### src/rtl/minmax_pkg.sv
// Shared compare helper for the min/max reduction pipeline.
// The node result struct is declared in minmax_pipe, because its field widths follow that module's parameters.
package minmax_pkg;

    // Operands are widened to this width before comparing, so one helper serves every chunk size.
    localparam int CMP_W = 64;

    function automatic logic cmp_lt(
        input logic [CMP_W-1:0] a,
        input logic [CMP_W-1:0] b,
        input logic             signed_mode
    );
        logic lt;
        if (signed_mode) begin
            lt = ($signed(a) < $signed(b));
        end else begin
            lt = (a < b);
        end
        return lt;
    endfunction

endpackage

### src/rtl/minmax_node.sv
// One combinational tree node: picks the smaller min pair and the larger max pair.
// On equal values the a-side (lower index range) is kept.
module minmax_node
    import minmax_pkg::*;
#(
    parameter int CHUNK_SIZE = 8,
    parameter int IDX_BITS   = 4
) (
    input  logic [CHUNK_SIZE-1:0] min_a_value,
    input  logic [IDX_BITS-1:0]   min_a_idx,
    input  logic [CHUNK_SIZE-1:0] min_b_value,
    input  logic [IDX_BITS-1:0]   min_b_idx,
    input  logic [CHUNK_SIZE-1:0] max_a_value,
    input  logic [IDX_BITS-1:0]   max_a_idx,
    input  logic [CHUNK_SIZE-1:0] max_b_value,
    input  logic [IDX_BITS-1:0]   max_b_idx,
    input  logic                  signed_mode,
    output logic [CHUNK_SIZE-1:0] min_value,
    output logic [IDX_BITS-1:0]   min_idx,
    output logic [CHUNK_SIZE-1:0] max_value,
    output logic [IDX_BITS-1:0]   max_idx
);

    function automatic logic [CMP_W-1:0] widen(input logic [CHUNK_SIZE-1:0] v, input logic s);
        return {{(CMP_W-CHUNK_SIZE){s & v[CHUNK_SIZE-1]}}, v};
    endfunction

    logic take_min_b;
    logic take_max_b;

    always_comb begin
        // Strict compares so that a tie never selects the b-side.
        take_min_b = cmp_lt(widen(min_b_value, signed_mode), widen(min_a_value, signed_mode), signed_mode);
        take_max_b = cmp_lt(widen(max_a_value, signed_mode), widen(max_b_value, signed_mode), signed_mode);
        min_value  = take_min_b ? min_b_value : min_a_value;
        min_idx    = take_min_b ? min_b_idx   : min_a_idx;
        max_value  = take_max_b ? max_b_value : max_a_value;
        max_idx    = take_max_b ? max_b_idx   : max_a_idx;
    end

endmodule

### src/rtl/minmax_pipe.sv
// Pipelined min/max reduction tree with one register stage per tree level and a
// global-stall valid/ready handshake; the signed/unsigned mode travels with each word.
module minmax_pipe
    import minmax_pkg::*;
#(
    parameter int NUM_CHUNKS = 16,
    parameter int CHUNK_SIZE = 8,
    parameter int IDX_BITS   = $clog2(NUM_CHUNKS),
    parameter int LEVELS     = $clog2(NUM_CHUNKS)
) (
    input  logic                             clk,
    input  logic                             rst,
    input  logic                             in_valid,
    output logic                             in_ready,
    input  logic [NUM_CHUNKS*CHUNK_SIZE-1:0] in_data,
    input  logic                             in_signed,
    output logic                             out_valid,
    input  logic                             out_ready,
    output logic [CHUNK_SIZE-1:0]            min_data,
    output logic [CHUNK_SIZE-1:0]            max_data,
    output logic [IDX_BITS-1:0]              min_idx,
    output logic [IDX_BITS-1:0]              max_idx,
    output logic [CHUNK_SIZE-1:0]            range_data,
    output logic                             out_signed
);

    typedef struct packed {
        logic [CHUNK_SIZE-1:0] value;
        logic [IDX_BITS-1:0]   idx;
    } node_t;

    // Handshake: a word enters on in_valid && in_ready and leaves on out_valid && out_ready.
    // The whole pipe stalls only while a valid result is refused; bubbles never block.
    logic advance;
    assign advance  = !(out_valid && !out_ready);
    assign in_ready = advance && !rst;

    for (genvar l = 0; l < LEVELS; l++) begin : g_lvl
        localparam int N_OUT = NUM_CHUNKS >> (l + 1);

        node_t                 src_min  [2*N_OUT];
        node_t                 src_max  [2*N_OUT];
        logic                  src_valid;
        logic                  src_signed;
        logic [CHUNK_SIZE-1:0] nmin_val [N_OUT];
        logic [IDX_BITS-1:0]   nmin_idx [N_OUT];
        logic [CHUNK_SIZE-1:0] nmax_val [N_OUT];
        logic [IDX_BITS-1:0]   nmax_idx [N_OUT];
        node_t                 min_d    [N_OUT];
        node_t                 min_q    [N_OUT];
        node_t                 max_d    [N_OUT];
        node_t                 max_q    [N_OUT];
        logic                  valid_d;
        logic                  valid_q;
        logic                  signed_d;
        logic                  signed_q;

        if (l == 0) begin : g_src
            // Leaves: every chunk starts as both a min and a max candidate tagged with its index.
            for (genvar k = 0; k < NUM_CHUNKS; k++) begin : g_chunk
                assign src_min[k] = '{value: in_data[k*CHUNK_SIZE +: CHUNK_SIZE], idx: IDX_BITS'(k)};
                assign src_max[k] = src_min[k];
            end
            assign src_valid  = in_valid;
            assign src_signed = in_signed;
        end else begin : g_src
            for (genvar k = 0; k < 2*N_OUT; k++) begin : g_prev
                assign src_min[k] = g_lvl[l-1].min_q[k];
                assign src_max[k] = g_lvl[l-1].max_q[k];
            end
            assign src_valid  = g_lvl[l-1].valid_q;
            assign src_signed = g_lvl[l-1].signed_q;
        end

        for (genvar k = 0; k < N_OUT; k++) begin : g_node
            minmax_node #(
                .CHUNK_SIZE (CHUNK_SIZE),
                .IDX_BITS   (IDX_BITS)
            ) u_node (
                .min_a_value (src_min[2*k].value),
                .min_a_idx   (src_min[2*k].idx),
                .min_b_value (src_min[2*k+1].value),
                .min_b_idx   (src_min[2*k+1].idx),
                .max_a_value (src_max[2*k].value),
                .max_a_idx   (src_max[2*k].idx),
                .max_b_value (src_max[2*k+1].value),
                .max_b_idx   (src_max[2*k+1].idx),
                .signed_mode (src_signed),
                .min_value   (nmin_val[k]),
                .min_idx     (nmin_idx[k]),
                .max_value   (nmax_val[k]),
                .max_idx     (nmax_idx[k])
            );
        end

        always_comb begin
            valid_d  = valid_q;
            signed_d = signed_q;
            for (int k = 0; k < N_OUT; k++) begin
                min_d[k] = min_q[k];
                max_d[k] = max_q[k];
            end
            if (advance) begin
                valid_d  = src_valid;
                signed_d = src_signed;
                for (int k = 0; k < N_OUT; k++) begin
                    min_d[k] = '{value: nmin_val[k], idx: nmin_idx[k]};
                    max_d[k] = '{value: nmax_val[k], idx: nmax_idx[k]};
                end
            end
        end

        always_ff @(posedge clk) begin
            if (rst) begin
                valid_q  <= 1'b0;
                signed_q <= 1'b0;
                for (int k = 0; k < N_OUT; k++) begin
                    min_q[k] <= '0;
                    max_q[k] <= '0;
                end
            end else begin
                valid_q  <= valid_d;
                signed_q <= signed_d;
                for (int k = 0; k < N_OUT; k++) begin
                    min_q[k] <= min_d[k];
                    max_q[k] <= max_d[k];
                end
            end
        end

        if (l == LEVELS - 1) begin : g_range
            // Modulo subtraction; in signed mode max >= min, so the true difference always fits.
            logic [CHUNK_SIZE-1:0] range_d;
            logic [CHUNK_SIZE-1:0] range_q;

            always_comb begin
                range_d = range_q;
                if (advance) begin
                    range_d = nmax_val[0] - nmin_val[0];
                end
            end

            always_ff @(posedge clk) begin
                if (rst) begin
                    range_q <= '0;
                end else begin
                    range_q <= range_d;
                end
            end
        end
    end

    assign out_valid  = g_lvl[LEVELS-1].valid_q;
    assign out_signed = g_lvl[LEVELS-1].signed_q;
    assign min_data   = g_lvl[LEVELS-1].min_q[0].value;
    assign min_idx    = g_lvl[LEVELS-1].min_q[0].idx;
    assign max_data   = g_lvl[LEVELS-1].max_q[0].value;
    assign max_idx    = g_lvl[LEVELS-1].max_q[0].idx;
    assign range_data = g_lvl[LEVELS-1].g_range.range_q;

endmodule
### config.mk
export PLATFORM = sky130hd
export DESIGN_NAME = minmax_pipe
export DESIGN_NICKNAME = d
export VERILOG_FILES = /design/src/rtl/minmax_pkg.sv /design/src/rtl/minmax_node.sv /design/src/rtl/minmax_pipe.sv
export SDC_FILE = /design/constraint.sdc
export NUM_CORES = 1
export LEC_CHECK = 0
export CAP_MARGIN = 20
export CELL_PAD_IN_SITES_DETAIL_PLACEMENT = 1
export CELL_PAD_IN_SITES_GLOBAL_PLACEMENT = 2
export CORE_AREA = 2 2 265 267
export DETAILED_ROUTE_END_ITERATION = 16
export DIE_AREA = 0 0 267 269
export DONT_BUFFER_PORTS = 1
export PLACE_DENSITY = 0.8
export SYNTH_ARGS = -nofsm -noshare
export SYNTH_HDL_FRONTEND = slang
export SYNTH_HIERARCHICAL = 1
export SYNTH_SLANG_ARGS = --single-unit
### constraint.sdc
create_clock -name clk -period 6.25 [get_ports clk]
set_clock_uncertainty 0.1 [all_clocks]
set_input_delay 1.875 -clock clk [delete_from_list [all_inputs] [get_ports clk]]
set_output_delay 1.875 -clock clk [all_outputs]
set_load 0.005 [all_outputs]
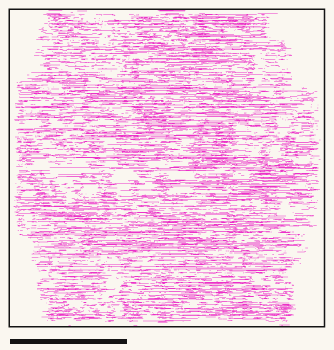
Figure 1: run 1, met1 routing.
Bar = 100 um.
- nets with wire on the layer: 3,582
- wire length on this layer: 38.3 mm
- main direction: horizontal
- share of all routed wire: 47%
via count: 23,200
met1 usage: 29.2%
total wire length: 81.1 mm

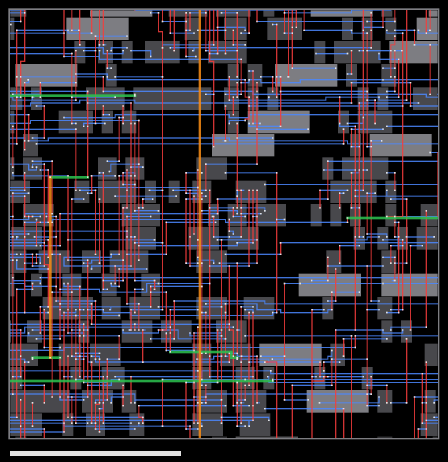
Figure 2: run 1, layout detail.
Bar = 20 um. Region (108, 163) to (158, 213) um. Cells in gray, sequential cells in the stronger gray; small squares are vias.
- orange: M4
- green: M3
- blue: M1
- red: M2
- cells with their middle in the window: 132
- netlist names of flops here include: g_lvl.max_q (11)
- sequential cells in the window: 11
- most frequent: nand2_1 (25), mux2i_1 (15), a21oi_1 (13)

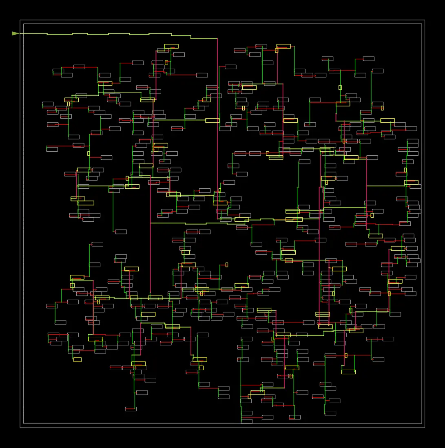
Figure 3: run 1, clock wiring as the flow saved it.
Flops: 376
TritonCTS Buffers: 47
worst skew pair latency: 0.59 ns
Clock Sink Count: 376

-- run 1: placed cells by master, fill, tap and decap left out, types with 8 or more instances in the layout --
cell type	netlist	layout
clkbuf_1	39	15
a211o_1	20	20
buf_4	17	22
a31oi_2	8	8
a21oi_1	431	431
dfxtp_1	376	376
nand4_1	31	31
a31oi_4	14	14
conb_1	2	128
mux2_4	211	211
and3_1	11	11
fa_1	31	31
nor2b_1	29	29
a21o_1	84	84
nand2_1	788	788
a221o_1	16	16
nand2b_1	33	32
inv_1	275	275
clkbuf_16	0	49
xnor2_1	10	10
a31oi_1	16	16
a311o_1	8	8
nor3_1	11	11
and2_1	29	29
nor2_1	59	59
mux2_2	134	134
o21ai_0	15	15
mux2i_1	39	36
o21ai_1	30	30
nand3_1	67	67
a31o_1	8	8
a211oi_1	17	17
clkinv_2	0	9
o22ai_1	21	21
ha_1	247	247
o21a_1	9	9
-- run 1: power by group --
part	internal, W	switching (W)
Sequential	0.00272	0.000316
Clock	0.00157	0.00107
Combinational	0.00186	0.00193
Total	0.00615	0.00332
-- run 1: kinds of logic after synthesis --
logic type	count (synthesis)	share of synthesized area [%]
adder cells (fa/ha/maj)	278	13.2
AND/OR/NAND/NOR	1081	16.4
buffers and inverters	448	7.70
other	2	0.0268
flip-flops	376	26.8
AND-OR/OR-AND	757	17.4
multiplexers	384	18.1
XOR/XNOR	10	0.312
-- run 1: state kept, by name, indices dropped and copies added, names as in the netlist --
register        count
g_lvl.max_q       180
g_lvl.min_q       180
g_lvl.signed_q      3
g_lvl.valid_q       3
out_signed          1
out_valid           1
range_data          8
-- run 1: layer usage --
metal	global-route usage [%]	part of all wire, %	up-vias
met1	29.2	47	11500
met5	0	0	-
met2	38.8	48	265
met3	2.68	3.2	91
met4	5.59	1.8	0
li1	-	-	11400
-- run 1: path summary, 6_finish.rpt --
path              slack (ns)                  from                   end  cells past startpoint
hold reg to reg         0.35  g_lvl[0].max_q[0][0]  g_lvl[0].max_q[0][0]                      2
setup reg to reg        1.19  g_lvl[2].min_q[0][5]         range_data[6]                     17
setup / recovery        1.19  g_lvl[2].min_q[0][5]         range_data[6]                     17
hold / removal          0.35  g_lvl[0].max_q[0][0]  g_lvl[0].max_q[0][0]                      2
-- run 1: worst min-delay path: cells and delay by family (launching register included) --
kind / cells / cell delay, ns
simple gates: 1 / 0.05
compound gates: 1 / 0.05
flops: 1 / 0.30
-- run 1: layout make-up --
cell class	instances	area, sq um
antenna	2	5.00
clock buffer	69	1350
clock inverter	14	128
sequential	376	7530
tap	940	1180
inverter	275	1030
multi-input combinational	2638	18900
timing repair buffer	25	225
fill	8320	39000
-- run 1: stage by stage --
stage	instances	worst slack, ns
after CTS	4336	1.12
after global placement	4253	0.910
after floorplan	3462	1.45
final	4339	1.19
after global routing	4337	0.883
after detailed placement	4253	0.877
==> out/metrics.csv, run 1 <==
metric;value;unit
initial core utilization;40.5;%
worst endpoint required time;6.62;ns
vias in the first global route;24600;
violation tally from detailed-route iteration zero;945;
I/O pin cnt;168;
Die H;269;um
worst ir drop on vdd;179;uV
top cells, area;dfxtp_1 (27%), mux2_4 (11%), ha_1 (11%);
Flops after synth;376;
GR Util All Layers;22.3;%
top cells by instance count after synthesis;nand2_1 (788), a21oi_1 (431), dfxtp_1 (376);
CP endpoint kind;flop;
Fmax;198;MHz
largest net degree at the start of global routing;380;
Worst setup SP type;flop;
slew margin rel.;11.7;%
Fin Setup TNS;0;ns
post-synthesis sequential area ratio;26.8;%
dominant register cell;dfxtp_1;
Vias/cell;5.36;
crit path cell chain;inv_1, ha_1, a2111oi_2, nor2_1, a311o_1, fa_1, a21o_1, a21o_1, a31oi_4, mux2_4, ha_1, inv_1, fa_1, a21o_1, a211oi_1, or3_1, nand3_1;
Post-CTS Hold Buffers;0;
Critical path buffers and inverters;2;
Core Util, Final;43.7;%
first-pass GRT wire length;130;mm
Placer Congestion;0.848;
CTS tree;built;
area growth from synthesis to layout;8.04;%
Top-area cell share;26.8;%
most used cell, CP;a21o_1;
max_cap viols;0;
Synth Warn #;6;
Yosys Chip Area;0.0280;sq mm
initial antenna violation count;0;
slowest stage delay, CP;0.56;ns
num rows;97;
share of post-route cells with drive strength above 1;14.5;%
Pre-antenna DRT Iters;6;
crit path max fanout;12;
number of routed nets with antenna violations;0;
RSZ-0062 raised after global routing;false;
Clock transition at path regs;0.06;ns
dpl cell area;0.0288;sq mm
root buffer cell;clkbuf_16;
DIE AREA;0.0718;sq mm
Pins Over Slew Limit;0;
Slowest-stage cell, CP;a31oi_4;
hold_ws;0.350;ns
Mapped Area;0.0280;sq mm
Nets;3774;
tool warnings;68;
worst slew pin tran;1.32;ns
count of final setup violators;0;
total grt overflow;0;
Crit Path Category;flop to flop;
H-tree Lvls;2;
hpwl dp;59.3;mm
Async SR Flop Fraction;0;%
Port Buffers;0;
core area;0.0693;sq mm
status;finished clean;
Figure 4. Placement by RTL instance (run 1).
Bar = 100 um. Other cells in gray.
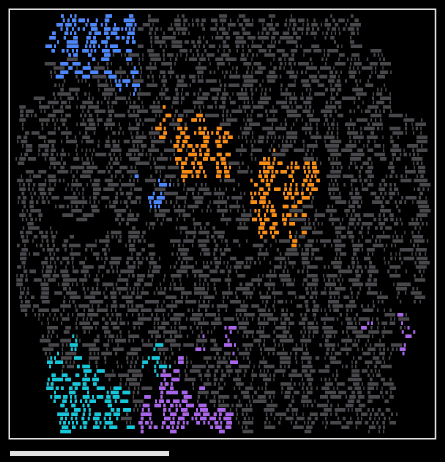

==> run 1 -> run 2 <==
CORE_AREA = 2 2 279 281   (was 2 2 265 267)
DIE_AREA = 0 0 281 283   (was 0 0 267 269)
PLACE_DENSITY = 0.76   (was 0.8)
clock period = 4.6 ns   (was 6.25 ns; I/O delays follow)
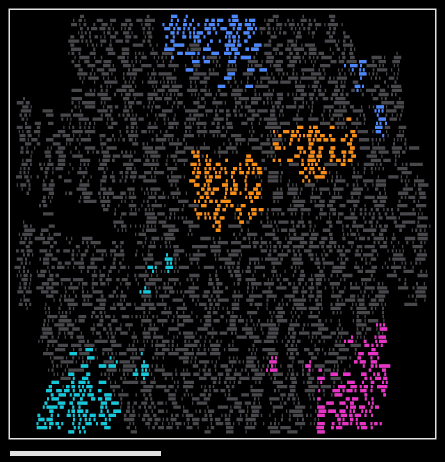
Figure 5: run 2, placement by RTL instance.
Bar = 100 um. Other cells in gray.
- magenta: g_lvl[0].g_node[6].u_node (cells 127; where lower right)
- blue: g_lvl[0].g_node[2].u_node (cells 128; where top center)
- cyan: g_lvl[0].g_node[5].u_node (cells 126; where lower left)
- orange: g_lvl[2].g_node[0].u_node (cells 199)
Core Util, Final: 40.7%
Post-Layout Cell Count: 4,484
DIE AREA: 0.0795 sq mm

==> run 2 against run 1 <==
The run now ends with slew limit left. Critical path depth grew 1. Via count grew 0.43%. Die size grew 11%. Sequential share of layout area shrank 0.71 points. Worst hold slack is essentially flat. First-iteration DRC count grew 3.9%.
==> out/metrics.csv, run 2 <==
metric;value;unit
slew margin rel.;-5.33;%
area growth from synthesis to layout;11.3;%
Yosys Chip Area;0.0280;sq mm
Placer Congestion;0.861;
Mapped Area;0.0280;sq mm
Pint;0.00903;W
TritonCTS Buffers;47;
CP startpoint;g_lvl[2].min_q[0][5];
number of routed nets with antenna violations;0;
met2 Use GR;33.8;%
RSZ-0062 raised after global routing;true;
top cells, area;dfxtp_1 (27%), mux2_4 (11%), ha_1 (11%);
Clock power frac;29.6;%
Worst Hold Launch;g_lvl[0].max_q[1][0];
share of post-route cells with drive strength above 1;16.2;%
violated checks;slew limit;
tool warnings;63;
Die H;283;um
hpwl dp;60.5;mm
Async SR Flop Fraction;0;%
met1 usage;27.4;%
combinational share of power;40.1;%
worst skew pair latency;0.59;ns
Comb gate area;0.0189;sq mm
crit path max fanout;5;
top cells by instance count after synthesis;nand2_1 (788), a21oi_1 (431), dfxtp_1 (376);
total grt overflow;0;
area occupied by registers;0.00753;sq mm
Worst setup SP type;flop;
first-pass GRT wire length;132;mm
Pre-antenna DRT Iters;6;
dominant register cell;dfxtp_1;
initial antenna violation count;2;
via count;23300;
Top-area cell share;26.8;%
Fmax;226;MHz
worst ir drop on vdd;234;uV
num rows;102;
met3 Use GR;2.89;%
Vias/cell;5.21;
initial core utilization;36.6;%
Top Layout Cells;nand2_1 (788), a21oi_1 (431), dfxtp_1 (375), inv_1 (275), ha_1 (244);
Synth Warn #;6;
Clock transition at path regs;0.06;ns
Pins Over Slew Limit;84;
Sw Ratio;33.8;%
Psw;0.00461;W
H-tree Lvls;2;
root buffer cell;clkbuf_16;
vias in the first global route;24800;
gr busiest metal;met2;
dpl cells;4392;
Post-CTS Hold Buffers;0;
Clock Sink Count;376;
Seq pwr share;30.3;%
worst slew pin tran;1.58;ns
count of final setup violators;0;
Crit Path Category;flop to flop;
most frequent logic cell in the layout;nand2_1;
CTS tree;built;
post-synthesis sequential area ratio;26.8;%
total wire length;81.7;mm
status;finished, violations left;
CP endpoint kind;flop;
Fillers;9127;
Flops after synth;376;
ant diodes;0;
violation tally from detailed-route iteration zero;982;
largest net degree at the start of global routing;380;
[run 2: cell counts after synthesis]
Identical to the previous run, type by type.
[run 2: repair_timing]
action	in CTS	in global routing
endpoints found under the hold margin	0	0
gates resized	1	10
pin swaps	0	3
setup buffers	3	5
setup endpoints to repair	4	5
[run 2: power groups by stage]
stage | clock, W | sequential, W | combinational [W]
2_1_floorplan | 0 | 0.00399 | 0.00433
3_3_place_gp | 0 | 0.00419 | 0.00502
3_5_place_dp | 0 | 0.00421 | 0.00523
4_1_cts | 0.00417 | 0.00414 | 0.00532
5_1_grt | 0.00429 | 0.00419 | 0.00601
6_report | 0.00404 | 0.00413 | 0.00547
[run 2: final timing paths]
check | end | slack [ns] | cells past startpoint
setup reg to reg | range_data[6] | 0.17 | 18
setup / recovery | range_data[6] | 0.17 | 18
hold reg to reg | g_lvl[0].max_q[1][0] | 0.35 | 2
hold / removal | g_lvl[0].max_q[1][0] | 0.35 | 2
[run 2: cell type report]
type	count	share of cell area (%)
tap	1040	4.17
timing repair buffer	71	2.28
inverter	275	3.31
multi-input combinational	2638	60.7
sequential	376	24.1
clock inverter	21	1.12
clock buffer	63	4.31
[run 2: through the flow]
stage	setup slack (ns)	util, %	setup TNS, ns	area, sq um	hold slack, ns
finish	0.169	40.7	0	31200	0.349
global route	-0.0411	40.7	-0.0458	31200	0.375
CTS	0.0491	40.5	0	31100	0.352
detailed placement	-0.0500	38.3	-0.132	29400	0.343
global placement	0.105	38.3	0	29400	0.335
floorplan	0.214	-	0	28500	0.328
[run 2: cell families (layout without fill, tap and decap cells)]
kind of cell,count (synthesis),in the layout,share of synthesized area (%)
AOI/OAI and AO/OA,757,757,17.4
other,2,128,0.0268
DFF,376,376,26.8
and+or+nand+nor,1081,1081,16.4
buffers and inverters,448,430,7.70
adders and majority gates,278,278,13.2
xor gates and xnor gates,10,10,0.312
muxes,384,384,18.1
[run 2: routing by layer]
metal  wire, um  up-vias
met5          0        -
met4       1570        0
met3       2820       96
met2      38300      285
met1      39000    11500
li1           -    11500
[run 2: critical path, cell delays in order, from the launching register on]
cell and delay [ns]:
dfxtp_1 0.35, inv_1 0.06, ha_1 0.33, a2111oi_4 0.32, nor2_1 0.09, a311o_1 0.33
fa_1 0.46, a21o_1 0.18, a21o_1 0.21, a31oi_4 0.25, buf_4 0.18, mux2_4 0.31
ha_1 0.20, inv_1 0.07, fa_2 0.21, a21o_1 0.18, a211oi_2 0.10, or3_1 0.38
nand3_1 0.08
Power figures rest on the tool's default switching activity, not on a simulated workload.
